**src/rtl/add_seq.sv**
```systemverilog
// add_seq: multi-cycle adder/subtractor that processes CHUNK bits per clock,
// LSB chunk first, holding the inter-chunk carry in a register.
// Ports:
//   clk, rst          clock, asynchronous active-high reset
//   start             request, accepted only in IDLE or DONE
//   sub, cin          mode select (1 = num1 - num2) and add-mode carry-in
//   num1, num2        WIDTH-bit operands, latched on acceptance
//   busy              high while chunks are being processed
//   done              one-cycle pulse when out/cout/ovf are updated
//   out, cout, ovf    result, carry out of MSB, signed overflow
module add_seq #(
    parameter int unsigned WIDTH = 16,
    parameter int unsigned CHUNK = 4
) (
    input  logic             clk,
    input  logic             rst,
    input  logic             start,
    input  logic             sub,
    input  logic             cin,
    input  logic [WIDTH-1:0] num1,
    input  logic [WIDTH-1:0] num2,
    output logic             busy,
    output logic             done,
    output logic [WIDTH-1:0] out,
    output logic             cout,
    output logic             ovf
);

    localparam int unsigned SAFE_CHUNK = (CHUNK == 0) ? 1 : CHUNK;
    localparam bit          PARAM_BAD  = (CHUNK == 0) || ((WIDTH % SAFE_CHUNK) != 0);
    localparam int unsigned N          = WIDTH / SAFE_CHUNK;
    localparam int unsigned CW         = (N > 1) ? $clog2(N) : 1;
    localparam int unsigned IW         = (WIDTH > 1) ? $clog2(WIDTH) : 1;
    localparam int unsigned SW         = SAFE_CHUNK + 1;

    // Elaboration-time parameter sanity check
    if (PARAM_BAD) begin : g_param_err
        $error("add_seq: WIDTH must be a non-zero multiple of CHUNK (CHUNK >= 1)");
    end

    typedef enum logic [1:0] {
        IDLE = 2'd0,
        RUN  = 2'd1,
        DONE = 2'd2
    } state_t;

    state_t           state_q, state_d;
    logic [CW-1:0]    cnt_q, cnt_d;
    logic             carry_q, carry_d;
    logic [WIDTH-1:0] a_q, a_d;
    logic [WIDTH-1:0] b_q, b_d;
    logic [WIDTH-1:0] acc_q, acc_d;
    logic [WIDTH-1:0] out_q, out_d;
    logic             cout_q, cout_d;
    logic             ovf_q, ovf_d;
    logic             busy_q, busy_d;
    logic             done_q, done_d;

    logic [IW-1:0]         base_c;
    logic [SAFE_CHUNK-1:0] a_chunk_c;
    logic [SAFE_CHUNK-1:0] b_chunk_c;
    logic [SW-1:0]         sum_c;
    logic                  msb_cin_c;

    // Chunk datapath, next-state and output logic
    always_comb begin
        state_d = state_q;
        cnt_d   = cnt_q;
        carry_d = carry_q;
        a_d     = a_q;
        b_d     = b_q;
        acc_d   = acc_q;
        out_d   = out_q;
        cout_d  = cout_q;
        ovf_d   = ovf_q;
        busy_d  = busy_q;
        done_d  = 1'b0;

        base_c    = IW'(cnt_q * SAFE_CHUNK);
        a_chunk_c = a_q[base_c +: SAFE_CHUNK];
        b_chunk_c = b_q[base_c +: SAFE_CHUNK];
        sum_c     = {1'b0, a_chunk_c} + {1'b0, b_chunk_c} + SW'(carry_q);
        // Carry into the chunk MSB recovered from the MSB sum bit: s = a ^ b ^ c
        msb_cin_c = a_chunk_c[SAFE_CHUNK-1] ^ b_chunk_c[SAFE_CHUNK-1] ^ sum_c[SAFE_CHUNK-1];

        case (state_q)
            IDLE, DONE: begin
                state_d = IDLE;
                busy_d  = 1'b0;
                if (start) begin
                    // Subtract as num1 + ~num2 + 1
                    a_d     = num1;
                    b_d     = sub ? ~num2 : num2;
                    carry_d = sub ? 1'b1 : cin;
                    cnt_d   = '0;
                    state_d = RUN;
                    busy_d  = 1'b1;
                end
            end
            RUN: begin
                acc_d[base_c +: SAFE_CHUNK] = sum_c[SAFE_CHUNK-1:0];
                carry_d = sum_c[SAFE_CHUNK];
                cnt_d   = cnt_q + 1'b1;
                if (cnt_q == CW'(N - 1)) begin
                    state_d = DONE;
                    busy_d  = 1'b0;
                    done_d  = 1'b1;
                    cnt_d   = '0;
                    out_d   = acc_d;
                    cout_d  = sum_c[SAFE_CHUNK];
                    ovf_d   = msb_cin_c ^ sum_c[SAFE_CHUNK];
                end
            end
            default: begin
                state_d = IDLE;
                busy_d  = 1'b0;
            end
        endcase
    end

    // State and output registers
    always_ff @(posedge clk or posedge rst) begin
        if (rst) begin
            state_q <= IDLE;
            cnt_q   <= '0;
            carry_q <= 1'b0;
            a_q     <= '0;
            b_q     <= '0;
            acc_q   <= '0;
            out_q   <= '0;
            cout_q  <= 1'b0;
            ovf_q   <= 1'b0;
            busy_q  <= 1'b0;
            done_q  <= 1'b0;
        end else begin
            state_q <= state_d;
            cnt_q   <= cnt_d;
            carry_q <= carry_d;
            a_q     <= a_d;
            b_q     <= b_d;
            acc_q   <= acc_d;
            out_q   <= out_d;
            cout_q  <= cout_d;
            ovf_q   <= ovf_d;
            busy_q  <= busy_d;
            done_q  <= done_d;
        end
    end

    assign busy = busy_q;
    assign done = done_q;
    assign out  = out_q;
    assign cout = cout_q;
    assign ovf  = ovf_q;

endmodule

```
**config.mk**
```make
export PLATFORM = sky130hd
export DESIGN_NAME = add_seq
export DESIGN_NICKNAME = d
export VERILOG_FILES = /design/src/rtl/add_seq.sv
export SDC_FILE = /design/constraint.sdc
export NUM_CORES = 1
export LEC_CHECK = 0
export CELL_PAD_IN_SITES_DETAIL_PLACEMENT = 2
export CELL_PAD_IN_SITES_GLOBAL_PLACEMENT = 2
export CORE_UTILIZATION = 35
export CTS_BUF_LIST = sky130_fd_sc_hd__clkbuf_8
export DETAILED_ROUTE_END_ITERATION = 12
export PLACE_DENSITY = 0.78
export REMOVE_ABC_BUFFERS = 1
export SLEW_MARGIN = 5
export SYNTH_ARGS = -nofsm -noshare
export SYNTH_HDL_FRONTEND = slang
export SYNTH_SLANG_ARGS = --single-unit
```
**constraint.sdc**
```tcl
create_clock -name clk -period 3.6 [get_ports clk]
set_input_delay 0.72 -clock clk [delete_from_list [all_inputs] [get_ports clk]]
set_output_delay 0.72 -clock clk [all_outputs]
set_load 0.005 [all_outputs]
```
**Metal 2**

(4 px per µm) Cells faint in the background.
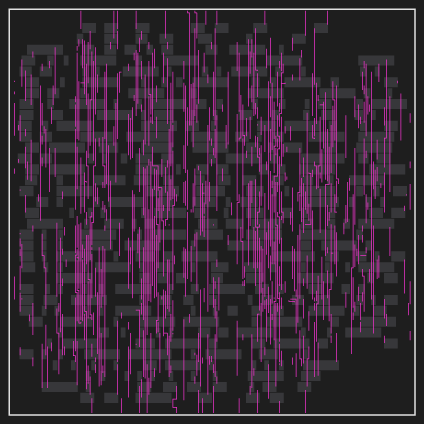
The layer holds 52% of the routed length. The wires run mostly vertical. 380 nets have wire on it. The longest straight run is 56.8 µm. The layer carries 4850 µm of wire.

**Signal wires on met3**

(4 px per µm) Cells faint in the background.
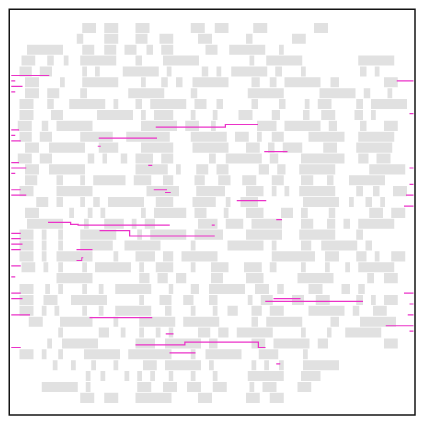
The longest straight run is 24.2 µm. The wires run mostly horizontal.

==> impl_metrics.env <==
# implementation run metrics
export IMPL_outcome="finished, final reports clean"
export IMPL_final_layout_top_logic_cells="85 x nand2_1, 72 x dfrtp_1, 56 x clkdlybuf4s50_1"
export IMPL_worst_skew_pair_late_latency_ns=0.36
export IMPL_design_core_area_um2=9370
export IMPL_sequential_power_mw=1.38
export IMPL_synth_seq_share_pct=52.5
export IMPL_port_buffers=56
export IMPL_internal_mw=2.56
export IMPL_tritoncts_num_buffers=9
export IMPL_synth_logic_top_family="simple AND/OR/NAND/NOR gates"
export IMPL_rr_worst_depth=6
export IMPL_gpl_final_weighted_congestion=0.775
export IMPL_yosys_cell_count_top_type="nand2_1"
export IMPL_pwr_group_clock_mw=0.876
export IMPL_cts_resized=0
export IMPL_fmaxAchievable_mhz=327
export IMPL_tritoncts_clock_tree="done"
export IMPL_antenna_found_initial=0
export IMPL_grtUsageTotal_pct=20.2
export IMPL_clk_pin_slew_ns=0.09
export IMPL_simple_gate_share_pct=15.5
export IMPL_drt_total_wl_um=9280
export IMPL_cts_hold_fix_buffers=0
export IMPL_num_rows=35
export IMPL_final_common_cell="nand2_1"
export IMPL_initial_utilization_pct=36.6
export IMPL_timing_max_slew_rel_slack_pct=35.6
export IMPL_ys_chip_area_um2=3430
export IMPL_syn_instance_count=325
export IMPL_post_synth_num_cell_types=33
export IMPL_critical_path_class="reg2reg"
export IMPL_synth_area_per_cell_um2=10.6
export IMPL_ys_warn_count=0
export IMPL_dieArea_um2=10200
export IMPL_min_path_cells=2
export IMPL_final_max_slew_violation_tally=0
export IMPL_rsz0062_at_grt="no"
export IMPL_biggest_area_consumer_among_synthesized_cells="dfrtp_1"
==> per-layer routing <==
| metal | part of all wire, % | wire length, µm |
|---|---|---|
| met1 | 42 | 3880 |
| met2 | 52 | 4850 |
| met3 | 3.1 | 286 |
| met4 | 2.8 | 262 |
| met5 | 0 | 0 |
==> final timing paths <==
check / slack, ns / end / from
max: 0.54 / acc_q[14]$_DFFE_PP0P_ / cnt_q[0]$_DFFE_PP0P_
min: 0.49 / out[5]$_DFFE_PP0P_ / out[5]$_DFFE_PP0P_
max reg2reg: 0.54 / acc_q[14]$_DFFE_PP0P_ / cnt_q[0]$_DFFE_PP0P_
min reg2reg: 0.49 / out[5]$_DFFE_PP0P_ / out[5]$_DFFE_PP0P_
max in group asynchronous: 2.10 / b_q[4]$_DFFE_PP0P_ / rst
min in group asynchronous: 0.75 / out[0]$_DFFE_PP0P_ / rst
==> kinds of logic after synthesis <==
group           Yosys count
simple gates            116
mux                       8
flops                    72
fa+ha+maj                11
xor+xnor                 20
buf+inv                  27
compound gates           71
==> cell type report <==
cell class | count | area [µm²]
Timing Repair Buffer | 65 | 628
Multi-Input combinational cell | 226 | 1510
Clock buffer | 10 | 138
Tap cell | 129 | 161
Clock inverter | 6 | 130
Fill cell | 1022 | 4980
Inverter | 6 | 22.5
Sequential cell | 72 | 1800
==> state kept, by name (all words and copies together) (netlist names) <==
| register | cells |
|---|---|
| cout | 1 |
| ovf | 1 |
| b_q | 16 |
| state_q | 2 |
| done | 1 |
| cnt_q | 2 |
| a_q | 16 |
| out | 16 |
| carry_q | 1 |
| acc_q | 16 |
==> worst max-delay path, stage by stage (launching register included) <==
cell and delay, ns:
dfrtp_1 0.62, mux4_2 0.60, fa_1 0.45, fa_1 0.43, xor2_1 0.43, and2_1 0.29
a22o_1 0.18
